==> run_1/pins.png <==
Drawn at 6 px/um. Pins as bars across the die edge, other pins in gray.
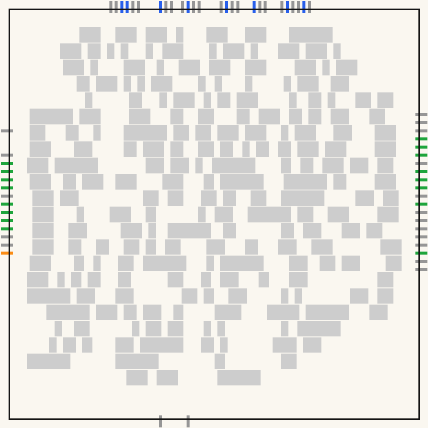
==> run_1/gate_families.png <==
Drawn at 6 px/um.
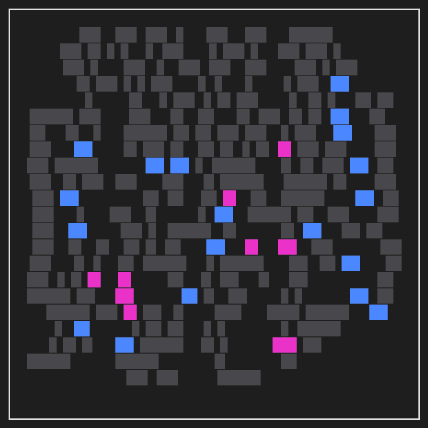
==> run_1/drive_strength.png <==
Drawn at 6 px/um.
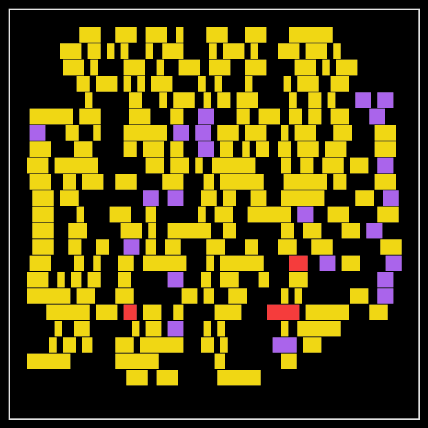
==> run_1/final_placement.png <==
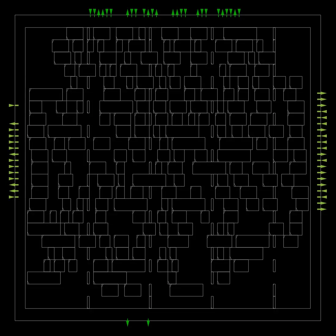
$ cat src/rtl/oam_dma.sv
// Sprite DMA: a CPU write of P to $4014 halts the CPU and copies $PP00-$PPFF to OAMDATA.
// 513/514 halted cycles per transfer; bus passes through from the CPU when idle.
module oam_dma #(
    parameter logic [15:0] TRIGGER_ADDR = 16'h4014,
    parameter logic [15:0] OAMDATA_ADDR = 16'h2004
) (
    input  logic        clock,
    input  logic        reset,
    input  logic [15:0] cpu_addr,
    input  logic [7:0]  cpu_data_out,
    input  logic        cpu_rw,
    input  logic [7:0]  data_in,
    output logic [15:0] addr,
    output logic [7:0]  data_out,
    output logic        rw,
    output logic        cpu_halt,
    output logic        dma_active
);

    typedef enum logic [2:0] {
        IDLE,
        HALT,
        ALIGN,
        READ,
        WRITE
    } state_t;

    state_t      state_q, state_d;
    logic [7:0]  page_q, page_d;
    logic [7:0]  idx_q, idx_d;
    logic        parity_q, parity_d;

    always_comb begin
        state_d    = state_q;
        page_d     = page_q;
        idx_d      = idx_q;
        parity_d   = ~parity_q;
        addr       = cpu_addr;
        data_out   = cpu_data_out;
        rw         = cpu_rw;
        cpu_halt   = 1'b1;
        dma_active = 1'b1;

        case (state_q)
            IDLE: begin
                cpu_halt   = 1'b0;
                dma_active = 1'b0;
                if (!cpu_rw && cpu_addr == TRIGGER_ADDR) begin
                    page_d  = cpu_data_out;
                    idx_d   = 8'h00;
                    state_d = HALT;
                end
            end
            HALT: begin
                // Dummy read at the CPU address; reads must fall on parity 0.
                rw      = 1'b1;
                state_d = parity_q ? READ : ALIGN;
            end
            ALIGN: begin
                rw      = 1'b1;
                state_d = READ;
            end
            READ: begin
                addr    = {page_q, idx_q};
                rw      = 1'b1;
                state_d = WRITE;
            end
            WRITE: begin
                addr     = OAMDATA_ADDR;
                rw       = 1'b0;
                data_out = data_in;
                if (idx_q == 8'hFF) begin
                    idx_d   = 8'h00;
                    state_d = IDLE;
                end else begin
                    idx_d   = idx_q + 8'h01;
                    state_d = READ;
                end
            end
            default: begin
                state_d = IDLE;
            end
        endcase
    end

    always_ff @(posedge clock) begin
        if (reset) begin
            state_q  <= IDLE;
            page_q   <= 8'h00;
            idx_q    <= 8'h00;
            parity_q <= 1'b0;
        end else begin
            state_q  <= state_d;
            page_q   <= page_d;
            idx_q    <= idx_d;
            parity_q <= parity_d;
        end
    end

endmodule

$ cat config.mk
export PLATFORM = sky130hd
export DESIGN_NAME = oam_dma
export DESIGN_NICKNAME = d
export VERILOG_FILES = /design/src/rtl/oam_dma.sv
export SDC_FILE = /design/constraint.sdc
export NUM_CORES = 1
export LEC_CHECK = 0
export CELL_PAD_IN_SITES_DETAIL_PLACEMENT = 1
export CELL_PAD_IN_SITES_GLOBAL_PLACEMENT = 1
export CORE_MARGIN = 2
export CORE_UTILIZATION = 31
export CTS_BUF_LIST = sky130_fd_sc_hd__clkbuf_4
export DETAILED_ROUTE_END_ITERATION = 8
export PLACE_DENSITY = 0.88
export SLEW_MARGIN = 10
export SYNTH_ARGS = -nofsm -noshare
export SYNTH_HDL_FRONTEND = slang
export SYNTH_SLANG_ARGS = --single-unit
$ cat constraint.sdc
create_clock -name clock -period 4.08 [get_ports clock]
set_clock_uncertainty 0.15 [all_clocks]
set_input_delay 1.02 -clock clock [delete_from_list [all_inputs] [get_ports clock]]
set_output_delay 1.02 -clock clock [all_outputs]
set_load 0.05 [all_outputs]
==> run notes, run 1 <==
impl run done, here's what came out: outcome=complete, no violations, top cells by area=dfxtp_1 31%, a22o_1 9.6%, nand2_1 9.1%, Synth mux share=0.0629, r2r setup slk=1860 ps, Final ANT Viol Nets=0, crit path capture=rw, Required @ worst endpoint=2910 ps, CP Launch Type=input port, hold_buf cts=0, Cell Type Count=40, Top cell area share=0.315, die area=around 4600 um2, clock period minus worst slack=3680 ps, chip area in the Yosys report=approximately 1300 um2, final layout net count=about 250, Clock Power Share=0.188, Worst Hold Class=register to register, tally of yosys warning messages=0, GRT Residual Overflow=0, Fmax=272 MHz, initial antenna violation count=0, Power per Cell Area=approximately 290 nW/um2, largest fanout on the critical path=2, Clock Tree Root=clkbuf_4, ratio of cells with drive above 1 in the final layout=0.116, CTS tree=built, Post-synth EDFFs=0, Comb power frac=0.434, routed wire length=roughly 4.3 mm, post-CTS setup buffers=0, Synth Seq Share=0.315, Hold WS=273 ps, Worst path depth=3, post-placement cell area=1880 um2, Final Power=0.554 mW, Basic Gates by Area=0.319, worst r2r path cells=4, CTS Sinks=20, Reg power frac=0.379, antenna cells=0, placed cells=262, Row Count=23, H-tree lvl count=1, Data arrival, critical path=roughly 2500 ps, first-pass GRT wire length=6.64 mm, GP Congestion=0.786, ys cells=159, TritonRoute pass-1 iters=4, fin. max-slew vios=0, clk ins delay skew pair=310 ps, IO Count=62, Post-DP HPWL=roughly 3.3 mm, slowest CP cell=clkdlybuf4s50_1, Max VDD drop=0.140 mV, max cap viols=0, Yosys reg bits=20, core region area=3970 um2, Top Family by Delay on Critical Path=buffers and inverters, Critical Path, Cell by Cell=clkdlybuf4s50_1, maj3_1, clkdlybuf4s50_1, syn_nets=a little under 200, Via-to-Cell Ratio=5.33, Hold EP=parity_q, Net Sw Power=between 0.2 and 0.25 mW, worst rel slew slack=0.362, vias=1418, gr usage total=0.188, critical path startpoint=cpu_rw, FF-to-FF Start=state_q[0], Hold Crit Start=parity_q, count leader, synth=nand2_1, Final Cycle Share=0.902, Post-CTS Resized=0
## Picture notes: pins.png
[`cpu_addr`] green | pins: 16 | direction: input | edge: 8 east, 8 west
[`cpu_rw`] orange | pins: 1 | direction: input | edge: west
[`data_out`] blue | pins: 8 | direction: output | edge: north
Die Width: 68.1 um
Die Y: 68.1 um
# port buffers: 61

## Picture notes: gate_families.png
[AND-OR and OR-AND gates] blue | cells: 19 | most used: a22o_1
[AND and OR gates] magenta | cells: 9 | most used: or3_1
final non-filler cell total: 266
Comb/total area: 0.422
most frequent logic cell in the layout: clkdlybuf4s50_1

## Picture notes: drive_strength.png
[drive 3 to 4] purple | cells: 22
[drive 1 or less] yellow | cells: 191
[drive 2] red | cells: 3
cell area after layout: 1910 um2
Area Growth Syn to Fin: 50.0%
setup ws final: 401 ps

## Picture notes: final_placement.png
post-layout util: 0.480
fill count: 506

[run 1: cells by family (layout without fill, tap and decap cells)]
| logic type | Yosys count | count (layout) |
|---|---|---|
| adders and majority gates | 2 | 2 |
| AOI/OAI and AO/OA | 36 | 36 |
| muxes | 8 | 8 |
| DFF | 20 | 20 |
| buffers and inverters | 14 | 71 |
| and+or+nand+nor | 78 | 78 |
| xor gates and xnor gates | 1 | 1 |
[run 1: power by group through the flow]
stage	logic (mW)	clock network (mW)	registers, mW
4_1_cts	0.242	0.106	0.209
5_1_grt	0.253	0.114	0.211
3_5_place_dp	0.241	0	0.214
6_report	0.240	0.104	0.210
3_3_place_gp	0.239	0	0.214
2_1_floorplan	0.156	0	0.209
[run 1: layer usage]
layer,track usage,wire length (um),up-vias
li1,-,-,693
met1,0.247,1870,677
met2,0.318,2060,43
met3,0.0378,292,5
met4,0.0375,38,0
met5,0,0,-
[run 1: cell type report]
type	instances	area, um2	share of cell area
multi-input combinational	125	806	0.422
clock inverter	1	3.75	0.00197
clock buffer	3	22.5	0.0118
timing repair buffer	65	606	0.317
tap	50	62.6	0.0328
inverter	2	7.51	0.00393
sequential	20	400	0.210
[run 1: placed cells by master (no fill, tap or decap), types with 3 or more instances in the layout]
| cell type | count |
|---|---|
| clkdlybuf4s50_1 | 47 |
| nand3_1 | 3 |
| nand2b_1 | 18 |
| dfxtp_1 | 20 |
| o21ai_0 | 3 |
| mux2i_1 | 8 |
| a21oi_1 | 4 |
| nand2_1 | 31 |
| or3_1 | 3 |
| buf_4 | 18 |
| nand4_1 | 3 |
| a22o_1 | 14 |
| nor2_1 | 6 |
| clkbuf_4 | 3 |
[run 1: state kept, by name, summed over array words and instances, names as in the netlist]
register  count
idx_q         8
parity_q      1
state_q       3
page_q        8
==> run 1 -> run 2 <==
--- a/config.mk
+++ b/config.mk
@@ -7,11 +7,11 @@
 export LEC_CHECK = 0
 export CELL_PAD_IN_SITES_DETAIL_PLACEMENT = 1
 export CELL_PAD_IN_SITES_GLOBAL_PLACEMENT = 1
-export CORE_MARGIN = 2
 export CORE_UTILIZATION = 31
 export CTS_BUF_LIST = sky130_fd_sc_hd__clkbuf_4
 export DETAILED_ROUTE_END_ITERATION = 8
 export PLACE_DENSITY = 0.88
+export RECOVER_POWER = 50
 export SLEW_MARGIN = 10
 export SYNTH_ARGS = -nofsm -noshare
 export SYNTH_HDL_FRONTEND = slang
==> run 2 against run 1 <==
Effect of this change: maximum frequency grew 0.18%; non-clock buffer count shrank 1; sequential power is essentially flat; routed wire length shrank 8.4%; cell count shrank 1.1%; largest cell class unchanged.
==> run notes, run 2 <==
impl run done, here's what came out: outcome=complete, no violations (unchanged), Row Count=22 (was 23), die area=4370 um2 (was 4630 um2), largest fanout on the critical path=2 (unchanged), GP Congestion=0.739 (was 0.786), mapped cell area=1270 um2 (unchanged), chip area in the Yosys report=1270 um2 (unchanged), Yosys top cell by area=dfxtp_1 (unchanged), clk ins delay skew pair=310 ps (about the same), Final Power=0.615 mW (was 0.554 mW), vias=1375 (was 1418), Hold WS=286 ps (was 273 ps), Area Growth Syn to Fin=50.6% (was 50.0%), routed wire length=3.91 mm (was 4.26 mm), Synth Seq Share=0.315 (unchanged), CTS tree=built (unchanged), Cell Type Count=40 (unchanged), H-tree lvl count=1 (unchanged), Slew @ Worst Pin=908 ps (was 954 ps), Clock Tree Root=clkbuf_4 (unchanged), syn_nets=195 (unchanged), GRT Residual Overflow=0 (unchanged), count leader, synth=nand2_1 (unchanged), Fmax=272 MHz (about the same), final non-filler cell total=263 (was 266), initial antenna violation count=0 (unchanged), post-CTS setup buffers=0 (unchanged), fill count=484 (was 506), clock period minus worst slack=3670 ps (was 3680 ps), max cap viols=0 (unchanged), Post-DP HPWL=2.99 mm (was 3.28 mm), first-pass GRT wire length=6.13 mm (was 6.64 mm), cell area after layout=1920 um2 (was 1910 um2), Top cell area share=0.315 (unchanged), Power per Cell Area=321 nW/um2 (was 290 nW/um2), slowest CP cell=clkdlybuf4s50_1 (unchanged), ratio of cells with drive above 1 in the final layout=0.107 (was 0.116), final layout net count=252 (was 253), gr usage total=0.180 (was 0.188), most frequent cells in the layout=43 x clkdlybuf4s50_1, 31 x nand2_1, 20 x dfxtp_1, 18 x nand2b_1, 15 x buf_4 (was 47 x clkdlybuf4s50_1, 31 x nand2_1, 20 x dfxtp_1, 18 x nand2b_1, 18 x buf_4), fin. max-slew vios=0 (unchanged), final setup vio count=0 (unchanged), # port buffers=61 (unchanged), ys cells=159 (unchanged), placed cells=259 (was 262), setup ws final=408 ps (was 401 ps), core region area=3800 um2 (was 3970 um2), post-placement cell area=1870 um2 (was 1880 um2), Comb gate area=806 um2 (unchanged), Max VDD drop=0.256 mV (was 0.140 mV), Post-synth EDFFs=0 (unchanged), top flop regs=idx_q x8, page_q x8, state_q x3 (unchanged), Required @ worst endpoint=2910 ps (about the same), Yosys reg bits=20 (unchanged), CTS Sinks=20 (unchanged), Final Cycle Share=0.900 (was 0.902), hold_buf cts=0 (unchanged), Post-CTS Resized=0 (unchanged), tally of yosys warning messages=0 (unchanged), post-layout util=0.505 (was 0.480), worst rel slew slack=0.393 (was 0.362), clock transition at the registers of the reported paths=130 ps (was 120 ps), Via-to-Cell Ratio=5.23 (was 5.33), Initial Utilization=0.335 (was 0.320), TritonRoute pass-1 iters=4 (unchanged), most frequent logic cell in the layout=clkdlybuf4s50_1 (unchanged), top cells by area=dfxtp_1 31%, a22o_1 9.6%, nand2_1 9.1% (unchanged), Worst Hold Class=register to register (unchanged), Final ANT Viol Nets=0 (unchanged), largest net degree at the start of global routing=32 (unchanged), antenna cells=0 (unchanged), Critical Path, Cell by Cell=clkdlybuf4s50_1, maj3_1, clkdlybuf4s50_1 (unchanged), FF/Latch Area=400 um2 (unchanged), Data arrival, critical path=2500 ps (was 2510 ps), CP Launch Type=input port (unchanged)
run 2: worst max-delay path, delay by kind of cell:
kind | cells | cell delay (ps)
buf+inv | 2 | 1140
fa+ha+maj | 1 | 340
run 2: worst paths after layout:
path / start / endpoint / slack (ps) / cells past startpoint
worst max-delay path: cpu_rw / rw / 410 / 3
worst min register to register: parity_q / parity_q / 290 / 1
worst min-delay path: parity_q / parity_q / 290 / 1
worst max register to register: state_q[0] / idx_q[7] / 1910 / 3
run 2: power breakdown:
part	leakage [nW]	internal (mW)	total, mW	switching (mW)
Combinational	0.573	0.0920	0.234	0.142
Sequential	0.161	0.201	0.210	0.00915
Clock	0.0279	0.0993	0.171	0.0713
Total	0.762	0.392	0.615	0.223
run 2: metal layers:
layer / part of all wire / GRT usage / up-vias
met5: 0 / 0 / -
met4: 0.0031 / 0.0239 / 0
met3: 0.072 / 0.0500 / 2
met2: 0.47 / 0.316 / 39
met1: 0.46 / 0.220 / 645
li1: - / - / 689
run 2: logic make-up (layout without fill, tap and decap cells):
family / count (synthesis) / count (layout) / synth area share
xor+xnor: 1 / 1 / 0.00688
mux: 8 / 8 / 0.0629
compound gates: 36 / 36 / 0.227
buf+inv: 14 / 70 / 0.0521
flops: 20 / 20 / 0.315
simple gates: 78 / 78 / 0.319
fa+ha+maj: 2 / 2 / 0.0177
run 2: cell type report:
class                           count  share of cell area
Sequential cell                    20               0.209
Timing Repair Buffer               64               0.308
Multi-Input combinational cell    125               0.420
Tap cell                           48              0.0313
Clock inverter                      1              0.0157
Clock buffer                        3              0.0117
Inverter                            2             0.00392
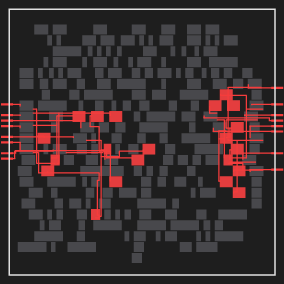
(run_2/port_nets.png)
Drawn at 4 px/um.
[`cpu_addr`] red | bits: 16 | direction: input | edge: 8 east, 8 west | end cells: 21 | buffers: 16 | wire: 492 um
IO Count: 62

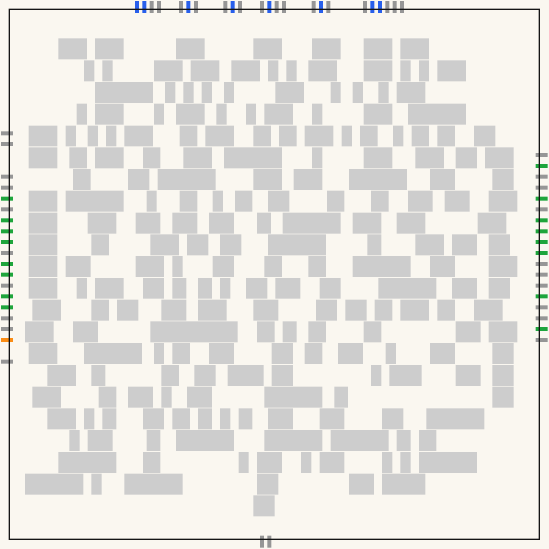
(run_2/pins.png)
Drawn at 8 px/um. Pins as bars across the die edge, other pins in gray.
[`cpu_addr`] green | pins: 16 | direction: input | edge: 8 east, 8 west
[`data_out`] blue | pins: 8 | direction: output | edge: north
[`cpu_rw`] orange | pins: 1 | direction: input | edge: west
all pins by edge: 23 north, 19 west, 18 east, 2 south
Die Width: 66.1 um
Die Y: 66.1 um

==> run 2 -> run 3 <==
--- a/config.mk
+++ b/config.mk
@@ -7,10 +7,10 @@
 export LEC_CHECK = 0
 export CELL_PAD_IN_SITES_DETAIL_PLACEMENT = 1
 export CELL_PAD_IN_SITES_GLOBAL_PLACEMENT = 1
-export CORE_UTILIZATION = 31
+export CORE_UTILIZATION = 29
 export CTS_BUF_LIST = sky130_fd_sc_hd__clkbuf_4
 export DETAILED_ROUTE_END_ITERATION = 8
-export PLACE_DENSITY = 0.88
+export PLACE_DENSITY = 0.83
 export RECOVER_POWER = 50
 export SLEW_MARGIN = 10
 export SYNTH_ARGS = -nofsm -noshare
==> constraint.sdc (replaced) <==
create_clock -name clock -period 4.1 [get_ports clock]
set_clock_uncertainty 0.15 [all_clocks]
set_input_delay 1.025 -clock clock [delete_from_list [all_inputs] [get_ports clock]]
set_output_delay 1.025 -clock clock [all_outputs]
set_load 0.05 [all_outputs]
==> run 3 against run 2 <==
Effect of this change: register-to-register slack improved by 30 ps; utilization down 4.5 points; global-route usage is 0.23 points lower; area after synthesis is the same; design area is 1.4% lower; largest cell class unchanged; highest routed layer unchanged.
==> run notes, run 3 <==
impl run done, here's what came out: outcome=complete, no violations (unchanged), first-pass GRT wire length=6.09 mm (was 6.13 mm), Die Width=68.2 um (was 66.1 um), CP Launch Type=input port (unchanged), Post-DP HPWL=3.13 mm (was 2.99 mm), WL/cell=15.1 um (was 14.8 um), met1 usage=0.231 (was 0.220), Hold WS=274 ps (was 286 ps), Row Count=23 (was 22), Longest Clk Path Bufs=2 (unchanged), CTS tree=built (unchanged), routed wire length=4.03 mm (was 3.91 mm), max cap viols=0 (unchanged), count leader, synth=nand2_1 (unchanged), Via-to-Cell Ratio=5.36 (was 5.23), GP Congestion=0.781 (was 0.739), die area=4660 um2 (was 4370 um2), Main logic family=simple AND/OR/NAND/NOR gates (unchanged), fin. max-slew vios=0 (unchanged), GRT Residual Overflow=0 (unchanged), global routing usage on met2=0.283 (was 0.316), Worst Hold Class=register to register (unchanged), Basic Gates by Area=0.319 (unchanged), Synth Seq Share=0.315 (unchanged), Post-CTS Resized=0 (unchanged), TritonRoute pass-1 iters=4 (unchanged), # DRC=0 (unchanged), synthesized-area fraction occupied by adder cells=0.0177 (unchanged), gr usage total=0.177 (was 0.180), Final Cycle Share=0.895, hold_buf cts=0 (unchanged), top cells by area=dfxtp_1 31%, a22o_1 9.6%, nand2_1 9.1% (unchanged), ys cells=159 (unchanged), syn avg cell area=8.00 um2 (unchanged), Cell Type Count=40 (unchanged), Worst Path Class, Setup=input port to primary output (unchanged), Synth mux share=0.0629 (unchanged), clock transition at the registers of the reported paths=110 ps (was 130 ps), Initial Utilization=0.309 (was 0.335), Clock Tree Root=clkbuf_4 (unchanged), initial antenna violation count=0 (unchanged), async set-reset flop share out of synthesis=0 (unchanged), vias=1425 (was 1375), Setup crit end kind=primary output (unchanged), final setup vio count=0 (unchanged), RSZ-0062 raised after global routing=false (unchanged), Slew @ Worst Pin=903 ps (was 908 ps), GR peak layer=met2 (unchanged), vias in the first global route=1299 (was 1360), ratio of cells with drive above 1 in the final layout=0.0972 (was 0.107), top flop regs=idx_q x8, page_q x8, state_q x3 (unchanged), Post-synth EDFFs=0 (unchanged), Final ANT Viol Nets=0 (unchanged), Max VDD drop=0.195 mV (was 0.256 mV), tally of yosys warning messages=0 (unchanged), CTS buffer count=3 (unchanged), # port buffers=61 (unchanged), core region area=4120 um2 (was 3800 um2), Yosys reg bits=20 (unchanged), most frequent cells in the layout=44 x clkdlybuf4s50_1, 31 x nand2_1, 20 x dfxtp_1, 18 x nand2b_1, 15 x buf_4 (was 43 x clkdlybuf4s50_1, 31 x nand2_1, 20 x dfxtp_1, 18 x nand2b_1, 15 x buf_4), tool warnings=26 (unchanged), clk ins delay skew pair=320 ps (was 310 ps), cell count after synthesis=159 (unchanged), top cells by count=31 x nand2_1, 20 x dfxtp_1, 18 x nand2b_1, 14 x a22o_1 (unchanged), mapped cell area=1270 um2 (unchanged), Fmax=273 MHz, clock period minus worst slack=3670 ps, XORs/XNORs by Area=0.00688 (unchanged), setup TNS=0 ps (unchanged), Compound Share, Synth=0.227 (unchanged), Hold Vio Cnt, Final=0 (unchanged), Yosys top cell by area=dfxtp_1 (unchanged), ys flop type=dfxtp_1 (unchanged), antenna cells=0 (unchanged), Pleak=0.749 nW (was 0.762 nW), largest fanout on the critical path=2 (unchanged), Data arrival, critical path=2490 ps (was 2500 ps), CTS Sinks=20 (unchanged), IO Count=62 (unchanged), worst rel slew slack=0.396 (was 0.393), Required @ worst endpoint=2920 ps (was 2910 ps), syn_nets=195 (unchanged), M3 GR Usage=0.0450 (was 0.0500), H-tree lvl count=1 (unchanged), largest net degree at the start of global routing=32 (unchanged), fill count=524 (was 484), final layout net count=254 (was 252), post-CTS setup buffers=0 (unchanged), Top cell area share=0.315 (unchanged), chip area in the Yosys report=1270 um2 (unchanged), most frequent logic cell in the layout=clkdlybuf4s50_1 (unchanged), 1st-iter DRT viols=47 (was 24), Die Y=68.2 um (was 66.1 um), Power per Cell Area=287 nW/um2 (was 321 nW/um2)
==> run 3: worst max-delay path, cell delays in order <==
cell	delay, ps
clkdlybuf4s50_1	430
maj3_1	330
clkdlybuf4s50_1	700
==> run 3: final timing paths <==
path              startpoint  endpoint  slack (ps)  cells past startpoint
setup / recovery      cpu_rw        rw         430                      3
hold reg to reg     parity_q  parity_q         270                      1
hold / removal      parity_q  parity_q         270                      1
setup reg to reg  state_q[0]  idx_q[7]        1940                      3
==> run 3: kinds of logic (layout without fill, tap and decap cells) <==
family	after synthesis	after routing
and+or+nand+nor	78	78
adders and majority gates	2	2
DFF	20	20
xor gates and xnor gates	1	1
AOI/OAI and AO/OA	36	36
buffers and inverters	14	71
muxes	8	8
==> run 3: through the flow <==
step,cells,setup slack (ps),instance area [um2],util,total power [mW]
final,266,431,1890,0.459,0.543
after CTS,266,413,1910,0.465,0.554
after floorplan,159,1240,1270,-,0.363
after detailed placement,263,426,1890,0.459,0.452
after global placement,263,449,1890,0.459,0.450
after global routing,266,341,1890,0.459,0.568
==> run 3: where the power goes <==
group	switching, mW	internal (mW)	total, mW	leakage, nW
clock network	0.0648	0.0345	0.0993	0.0138
registers	0.00905	0.200	0.209	0.161
logic	0.142	0.0927	0.235	0.573
==> run 3: final cells by class <==
type	count	area (um2)	area share
timing repair buffer	66	598	0.316
sequential	20	400	0.212
clock buffer	3	22.5	0.0119
tap	50	62.6	0.0331
multi-input combinational	125	800	0.423
inverter	2	7.51	0.00397
==> run 3: layer usage <==
metal | wire length (um) | part of all wire | vias up
met2 | 1840 | 0.46 | 50
li1 | - | - | 693
met3 | 315 | 0.078 | 5
met4 | 46 | 0.011 | 0
met5 | 0 | 0 | -
met1 | 1820 | 0.45 | 677
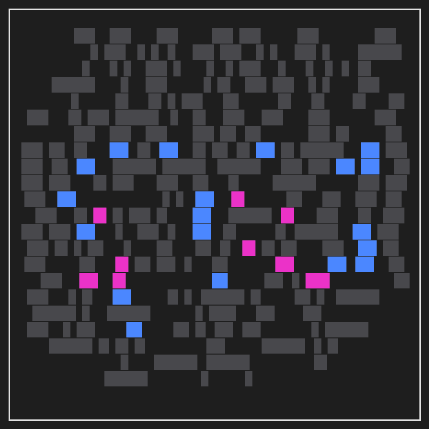
(run_3/gate_families.png)
Drawn at 6 px/um.
[AND-OR and OR-AND gates] blue | cells: 19 | most used: a22o_1
[AND and OR gates] magenta | cells: 9 | most used: or3_1
Comb/total area: 0.423

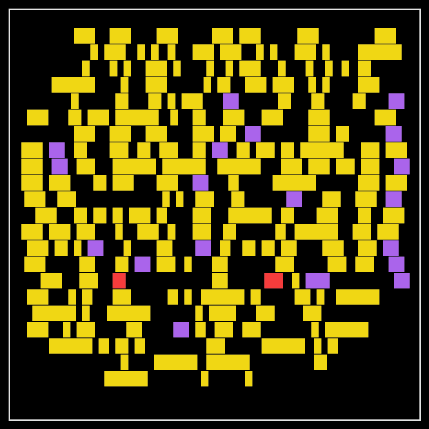
(run_3/drive_strength.png)
Drawn at 6 px/um.
[drive 3 to 4] purple | cells: 19
[drive 2] red | cells: 2
[drive 1 or less] yellow | cells: 195
cell area after layout: 1890 um2
nonclk buf count: 66
setup ws final: 431 ps
Area Growth Syn to Fin: 48.6%

Power is estimated from default activity; no workload was simulated.
